==> src/rtl/lsu_pkg.sv <==
// Shared definitions for the load/store unit: widths, RV32I funct3 codes,
// FSM state encoding, the captured-request payload and the request legality check.
package lsu_pkg;

    localparam int unsigned ADDR_W       = 32;
    localparam int unsigned XLEN         = 32;
    localparam int unsigned MMIO_SEL_BIT = 15;

    localparam logic [2:0] F3_B  = 3'b000;
    localparam logic [2:0] F3_H  = 3'b001;
    localparam logic [2:0] F3_W  = 3'b010;
    localparam logic [2:0] F3_BU = 3'b100;
    localparam logic [2:0] F3_HU = 3'b101;

    typedef enum logic [1:0] {
        IDLE = 2'd0,
        RD   = 2'd1,
        WR   = 2'd2,
        RESP = 2'd3
    } lsu_state_e;

    typedef struct packed {
        logic              write;
        logic [2:0]        funct3;
        logic [ADDR_W-1:0] addr;
        logic [XLEN-1:0]   wdata;
    } lsu_req_t;

    // Misaligned address or funct3 that has no meaning for this direction.
    function automatic logic req_is_err(input logic       write,
                                        input logic [2:0] funct3,
                                        input logic [1:0] lane);
        logic err;
        err = 1'b0;
        case (funct3)
            F3_B:    err = 1'b0;
            F3_H:    err = lane[0];
            F3_W:    err = |lane;
            F3_BU:   err = write;
            F3_HU:   err = write | lane[0];
            default: err = 1'b1;
        endcase
        return err;
    endfunction

endpackage

==> src/rtl/lsu_if.sv <==
// Core-side request/response handshake of the load/store unit.
// master: core (drives req_*, rsp_ready); slave: load_store_unit.
interface lsu_if;
    import lsu_pkg::*;

    logic              req_valid;
    logic              req_ready;
    logic              req_write;
    logic [2:0]        req_funct3;
    logic [ADDR_W-1:0] req_addr;
    logic [XLEN-1:0]   req_wdata;
    logic              rsp_valid;
    logic              rsp_ready;
    logic [XLEN-1:0]   rsp_rdata;
    logic              rsp_err;

    modport master (
        output req_valid, req_write, req_funct3, req_addr, req_wdata, rsp_ready,
        input  req_ready, rsp_valid, rsp_rdata, rsp_err
    );

    modport slave (
        input  req_valid, req_write, req_funct3, req_addr, req_wdata, rsp_ready,
        output req_ready, rsp_valid, rsp_rdata, rsp_err
    );
endinterface

==> src/rtl/lsu_lane_align.sv <==
// Combinational byte-lane logic shared by the RAM and MMIO paths.
//   i_word/i_lane/i_funct3 -> o_extract_c : lane extracted and sign/zero extended
//   i_old/i_wdata/i_lane/i_funct3 -> o_merge_c : i_old with the addressed lane(s) replaced
module lsu_lane_align
    import lsu_pkg::*;
(
    input  logic [XLEN-1:0] i_word,
    input  logic [XLEN-1:0] i_old,
    input  logic [XLEN-1:0] i_wdata,
    input  logic [1:0]      i_lane,
    input  logic [2:0]      i_funct3,
    output logic [XLEN-1:0] o_extract_c,
    output logic [XLEN-1:0] o_merge_c
);

    logic [4:0]      w_byte_sh;
    logic [4:0]      w_half_sh;
    logic [7:0]      w_byte;
    logic [15:0]     w_half;
    logic [XLEN-1:0] w_byte_mask;
    logic [XLEN-1:0] w_half_mask;
    logic [XLEN-1:0] w_byte_data;
    logic [XLEN-1:0] w_half_data;

    // Halfwords are selected by lane[1] only; lane[0] is already an error for H/HU.
    assign w_byte_sh   = {i_lane, 3'b000};
    assign w_half_sh   = {i_lane[1], 4'b0000};
    assign w_byte      = 8'(i_word >> w_byte_sh);
    assign w_half      = 16'(i_word >> w_half_sh);
    assign w_byte_mask = XLEN'(8'hFF) << w_byte_sh;
    assign w_half_mask = XLEN'(16'hFFFF) << w_half_sh;
    assign w_byte_data = XLEN'(i_wdata[7:0]) << w_byte_sh;
    assign w_half_data = XLEN'(i_wdata[15:0]) << w_half_sh;

    // Load extraction
    always_comb begin
        o_extract_c = '0;
        case (i_funct3)
            F3_B:    o_extract_c = {{24{w_byte[7]}}, w_byte};
            F3_BU:   o_extract_c = {24'h0, w_byte};
            F3_H:    o_extract_c = {{16{w_half[15]}}, w_half};
            F3_HU:   o_extract_c = {16'h0, w_half};
            F3_W:    o_extract_c = i_word;
            default: o_extract_c = '0;
        endcase
    end

    // Store merge
    always_comb begin
        o_merge_c = i_old;
        case (i_funct3)
            F3_B:    o_merge_c = (i_old & ~w_byte_mask) | w_byte_data;
            F3_H:    o_merge_c = (i_old & ~w_half_mask) | w_half_data;
            F3_W:    o_merge_c = i_wdata;
            default: o_merge_c = i_old;
        endcase
    end

endmodule

==> src/rtl/load_store_unit.sv <==
// RV32I load/store unit in front of a word-wide RAM with combinational read.
// Loads: IDLE->RD->RESP. SW: IDLE->WR->RESP. SB/SH: IDLE->RD->WR->RESP (read-modify-write).
// Errors (misaligned / illegal funct3): IDLE->RESP with no memory access.
// Ports:
//   clk, rst_n         clock, synchronous active-low reset
//   bus (lsu_if.slave) request/response handshake from the core
//   mem_access_addr    word address to RAM (0 outside RD/WR)
//   mem_in             RAM write data (WR only)
//   mem_write_en       RAM write strobe, forced low while rst_n=0
//   mem_read_en        RAM read enable (RD only)
//   mem_out            RAM read data
//   io_in, io_out      MMIO input port / output register
// Build option: LSU_MMIO_EN -- addr[15]=1 targets io_in/io_out instead of RAM;
// when undefined io_out is 0 and io_in is ignored.
module load_store_unit
    import lsu_pkg::*;
(
    input  logic              clk,
    input  logic              rst_n,
    lsu_if.slave              bus,
    output logic [ADDR_W-1:0] mem_access_addr,
    output logic [XLEN-1:0]   mem_in,
    output logic              mem_write_en,
    output logic              mem_read_en,
    input  logic [XLEN-1:0]   mem_out,
    input  logic [XLEN-1:0]   io_in,
    output logic [XLEN-1:0]   io_out
);

    lsu_state_e      r_state;
    lsu_state_e      w_next_state;
    lsu_req_t        r_req;
    logic [XLEN-1:0] r_rdata;
    logic [XLEN-1:0] r_rmw_word;
    logic            r_err;

    logic            w_req_ready;
    logic            w_rsp_valid;
    logic            w_wr_phase;
    logic            w_req_err;
    logic            w_is_mmio;
    logic            w_in_idle;
    logic [XLEN-1:0] w_io_cur;
    logic [XLEN-1:0] w_al_word;
    logic [XLEN-1:0] w_al_old;
    logic [XLEN-1:0] w_al_wdata;
    logic [1:0]      w_al_lane;
    logic [2:0]      w_al_funct3;
    logic [XLEN-1:0] w_extract;
    logic [XLEN-1:0] w_merge;

    assign w_req_err = req_is_err(bus.req_write, bus.req_funct3, bus.req_addr[1:0]);
    assign w_in_idle = (r_state == IDLE);

    // In IDLE the aligner serves the MMIO path from the live request; otherwise
    // it serves the RAM path from the captured request.
    assign w_al_word   = w_in_idle ? io_in            : mem_out;
    assign w_al_old    = w_in_idle ? w_io_cur         : r_rmw_word;
    assign w_al_wdata  = w_in_idle ? bus.req_wdata    : r_req.wdata;
    assign w_al_lane   = w_in_idle ? bus.req_addr[1:0] : r_req.addr[1:0];
    assign w_al_funct3 = w_in_idle ? bus.req_funct3   : r_req.funct3;

    lsu_lane_align u_lane_align (
        .i_word      (w_al_word),
        .i_old       (w_al_old),
        .i_wdata     (w_al_wdata),
        .i_lane      (w_al_lane),
        .i_funct3    (w_al_funct3),
        .o_extract_c (w_extract),
        .o_merge_c   (w_merge)
    );

    // State register
    always_ff @(posedge clk) begin
        if (!rst_n) begin
            r_state <= IDLE;
        end else begin
            r_state <= w_next_state;
        end
    end

    // Next-state and memory-side outputs
    always_comb begin
        w_next_state    = r_state;
        w_req_ready     = 1'b0;
        w_rsp_valid     = 1'b0;
        w_wr_phase      = 1'b0;
        mem_read_en     = 1'b0;
        mem_access_addr = '0;
        mem_in          = '0;
        case (r_state)
            IDLE: begin
                w_req_ready = 1'b1;
                if (bus.req_valid) begin
                    if (w_req_err || w_is_mmio) begin
                        w_next_state = RESP;
                    end else if (bus.req_write && (bus.req_funct3 == F3_W)) begin
                        w_next_state = WR;
                    end else begin
                        w_next_state = RD;
                    end
                end
            end
            RD: begin
                mem_read_en     = 1'b1;
                mem_access_addr = {r_req.addr[ADDR_W-1:2], 2'b00};
                w_next_state    = r_req.write ? WR : RESP;
            end
            WR: begin
                w_wr_phase      = 1'b1;
                mem_access_addr = {r_req.addr[ADDR_W-1:2], 2'b00};
                mem_in          = (r_req.funct3 == F3_W) ? r_req.wdata : w_merge;
                w_next_state    = RESP;
            end
            RESP: begin
                w_rsp_valid = 1'b1;
                if (bus.rsp_ready) begin
                    w_next_state = IDLE;
                end
            end
            default: w_next_state = IDLE;
        endcase
    end

    // Reset in the WR cycle must not reach the RAM.
    assign mem_write_en = w_wr_phase & rst_n;

    // Request capture and response data
    always_ff @(posedge clk) begin
        if (!rst_n) begin
            r_req      <= '0;
            r_rdata    <= '0;
            r_err      <= 1'b0;
            r_rmw_word <= '0;
        end else begin
            case (r_state)
                IDLE: begin
                    if (bus.req_valid) begin
                        r_req   <= lsu_req_t'{write:  bus.req_write,
                                              funct3: bus.req_funct3,
                                              addr:   bus.req_addr,
                                              wdata:  bus.req_wdata};
                        r_err   <= w_req_err;
                        r_rdata <= '0;
                        if (w_is_mmio && !w_req_err && !bus.req_write) begin
                            r_rdata <= w_extract;
                        end
                    end
                end
                RD: begin
                    if (r_req.write) begin
                        r_rmw_word <= mem_out;
                    end else begin
                        r_rdata <= w_extract;
                    end
                end
                default: ;
            endcase
        end
    end

`ifdef LSU_MMIO_EN
    logic [XLEN-1:0] r_io_out;

    assign w_is_mmio = bus.req_addr[MMIO_SEL_BIT];

    // MMIO stores merge into the output register at the accept edge.
    always_ff @(posedge clk) begin
        if (!rst_n) begin
            r_io_out <= '0;
        end else if (w_in_idle && bus.req_valid && w_is_mmio && !w_req_err && bus.req_write) begin
            r_io_out <= w_merge;
        end
    end

    assign w_io_cur = r_io_out;
`else
    assign w_is_mmio = 1'b0;
    assign w_io_cur  = '0;
`endif

    assign io_out        = w_io_cur;
    assign bus.req_ready = w_req_ready;
    assign bus.rsp_valid = w_rsp_valid;
    assign bus.rsp_rdata = r_rdata;
    assign bus.rsp_err   = r_err;

endmodule

==> src/flat_wrapper.sv <==
// flat-port wrapper written by rule: the top's interface ports become plain ports
module load_store_unit_flat import lsu_pkg::*;
  (clk, rst_n, mem_access_addr, mem_in, mem_write_en, mem_read_en, mem_out, io_in, io_out, bus_req_valid, bus_req_write, bus_req_funct3, bus_req_addr, bus_req_wdata, bus_rsp_ready, bus_req_ready, bus_rsp_valid, bus_rsp_rdata, bus_rsp_err);
  lsu_if bus_i ();
  input  logic clk;
  input  logic rst_n;
  output logic [ADDR_W-1:0] mem_access_addr;
  output logic [XLEN-1:0] mem_in;
  output logic mem_write_en;
  output logic mem_read_en;
  input  logic [XLEN-1:0] mem_out;
  input  logic [XLEN-1:0] io_in;
  output logic [XLEN-1:0] io_out;
  input wire logic [$bits(bus_i.req_valid)-1:0] bus_req_valid;
  input wire logic [$bits(bus_i.req_write)-1:0] bus_req_write;
  input wire logic [$bits(bus_i.req_funct3)-1:0] bus_req_funct3;
  input wire logic [$bits(bus_i.req_addr)-1:0] bus_req_addr;
  input wire logic [$bits(bus_i.req_wdata)-1:0] bus_req_wdata;
  input wire logic [$bits(bus_i.rsp_ready)-1:0] bus_rsp_ready;
  output wire logic [$bits(bus_i.req_ready)-1:0] bus_req_ready;
  output wire logic [$bits(bus_i.rsp_valid)-1:0] bus_rsp_valid;
  output wire logic [$bits(bus_i.rsp_rdata)-1:0] bus_rsp_rdata;
  output wire logic [$bits(bus_i.rsp_err)-1:0] bus_rsp_err;
  assign bus_i.req_valid = bus_req_valid;
  assign bus_i.req_write = bus_req_write;
  assign bus_i.req_funct3 = bus_req_funct3;
  assign bus_i.req_addr = bus_req_addr;
  assign bus_i.req_wdata = bus_req_wdata;
  assign bus_i.rsp_ready = bus_rsp_ready;
  assign bus_req_ready = bus_i.req_ready;
  assign bus_rsp_valid = bus_i.rsp_valid;
  assign bus_rsp_rdata = bus_i.rsp_rdata;
  assign bus_rsp_err = bus_i.rsp_err;
  load_store_unit u_core (.clk(clk), .rst_n(rst_n), .bus(bus_i), .mem_access_addr(mem_access_addr), .mem_in(mem_in), .mem_write_en(mem_write_en), .mem_read_en(mem_read_en), .mem_out(mem_out), .io_in(io_in), .io_out(io_out));
endmodule
==> config.mk <==
export PLATFORM = sky130hd
export DESIGN_NAME = load_store_unit_flat
export DESIGN_NICKNAME = d
export VERILOG_FILES = /design/src/rtl/lsu_pkg.sv /design/src/rtl/lsu_if.sv /design/src/rtl/lsu_lane_align.sv /design/src/rtl/load_store_unit.sv /design/src/flat_wrapper.sv
export SDC_FILE = /design/constraint.sdc
export NUM_CORES = 1
export LEC_CHECK = 0
export ABC_AREA = 1
export CORE_UTILIZATION = 31
export DETAILED_ROUTE_END_ITERATION = 10
export MAX_ROUTING_LAYER = met4
export PLACE_DENSITY = 0.59
export SKIP_LAST_GASP = 1
export SLEW_MARGIN = 5
export SYNTH_ARGS = -nofsm -noshare
export SYNTH_HDL_FRONTEND = slang
export SYNTH_SLANG_ARGS = --single-unit
==> constraint.sdc <==
create_clock -name clk -period 7.1 [get_ports clk]
set_input_delay 1.42 -clock clk [delete_from_list [all_inputs] [get_ports clk]]
set_output_delay 1.42 -clock clk [all_outputs]
set_load 0.005 [all_outputs]
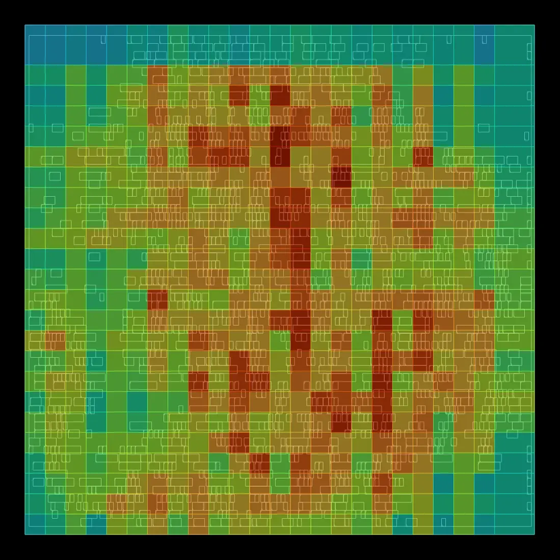
(images/congestion.png)
Post-Route Utilization: 0.4241
grt met2 use: 0.3666

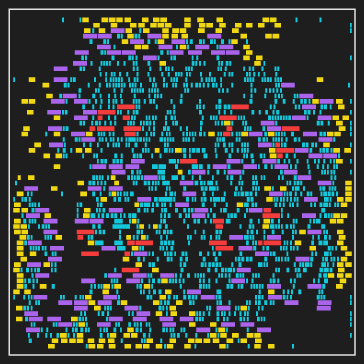
(images/placement_by_type.png)
(2 px per um)
[combinational and other logic] cyan | cells: 1,359 | share of their area: 50%
[flops] purple | cells: 135 | share of their area: 24%
[other buffers and delay cells] yellow | cells: 245 | share of their area: 21%
[clock drivers and dummy loads] red | cells: 32 | share of their area: 5.1%
FP Rows: 61
core area: 0.02816 mm^2
flop share of the area: 0.2263
post-route cell area: 0.01194 mm^2

==> flow_metrics.tcl <==
# metrics dict for downstream scripts
set metrics [dict create \
    yosysWarnings 0 \
    syn_inst 1582 \
    setup_viol 0 \
    holdPathStages 2 \
    cts.hold.buffers_added 0 \
    logic_gate_count 1175 \
    critPathMaxStageDelay_ns 0.66 \
    track_usage 0.2284 \
    met2_length_um 15570 \
    yosysTopAreaCellShare 0.3010 \
    crit_slowest_cell "nand3_2" \
    grt_max_degree 85 \
    maxCapViolations 0 \
    powerDensity_mw_per_mm2 397.8 \
    yosys.area_share.simple 0.3948 \
    path_class "reg2out" \
    buf_share 0.2026 \
    warnings 30 \
    hp-start "u_core.r_rmw_word[5]" \
    die_h_um 172.2 \
    clk_share 0.04861 \
    numCtsBuffers 17 \
    cp-end-kind "primary output" \
    logic_area_mm2 0.005074 \
    synth-seq-cells 135 \
    grt_util_met1 0.2921 \
    place_area_mm2 0.01136 \
    combinationalPowerShare 0.593 \
    status "complete, no violations" \
    htreeDepth 4 \
    final_antenna_net_count 0 \
    routabilityCongestion 0.9042 \
    r2r_start "u_core.r_state[0]" \
    ys_sh_mux 0 \
    r2r_end "u_core.bus.rsp_rdata[24]" \
    yosysCellCount 1582 \
    dieArea_mm2 0.02965 \
    max_freq_ghz 0.1648 \
    crit_path_start "u_core.r_state[0]" \
    topRoutingLayerUsed "met4" \
    cts_setup_buffers 0 \
    setup-tns-final_ns 0 \
    vdd_ir_drop_max_uv 180.9 \
    rsz0062_at_grt "no" \
    synth_top_cell_by_area "dfxtp_1" \
    regMostFlops "u_core.r_req" \
    grt_busiest_layer "met2" \
]
-- cells in the mapped netlist --
cell and number:
inv_2 2, buf_4 36, o21ai_0 134, a21oi_1 99, nor3_1 6, nor2_8 1, conb_1 1, nand2_2 9
buf_6 5, clkbuf_1 55, nor2_4 5, clkinv_1 2, or2_2 8, o211ai_1 9, nand3_2 3, nand3_1 62
nand2_1 516, nand4_1 7, buf_2 23, buf_1 2, a21oi_2 1, o21bai_1 1, o21a_1 8, nor2_1 263
nor2_2 2, o21ai_2 1, ha_1 5, inv_1 180, nand2_4 1, dfxtp_1 135
-- power groups by stage --
stage	Sequential, uW	Clock (uW)	Combinational [uW]
3_3_place_gp	1050	0	2800
5_1_grt	1060	942	3170
2_1_floorplan	1040	0	1910
4_1_cts	1040	906	2820
3_5_place_dp	1060	0	2810
6_report	1040	892	2820
No activity file was given, so power comes from the tool's default toggle rates.
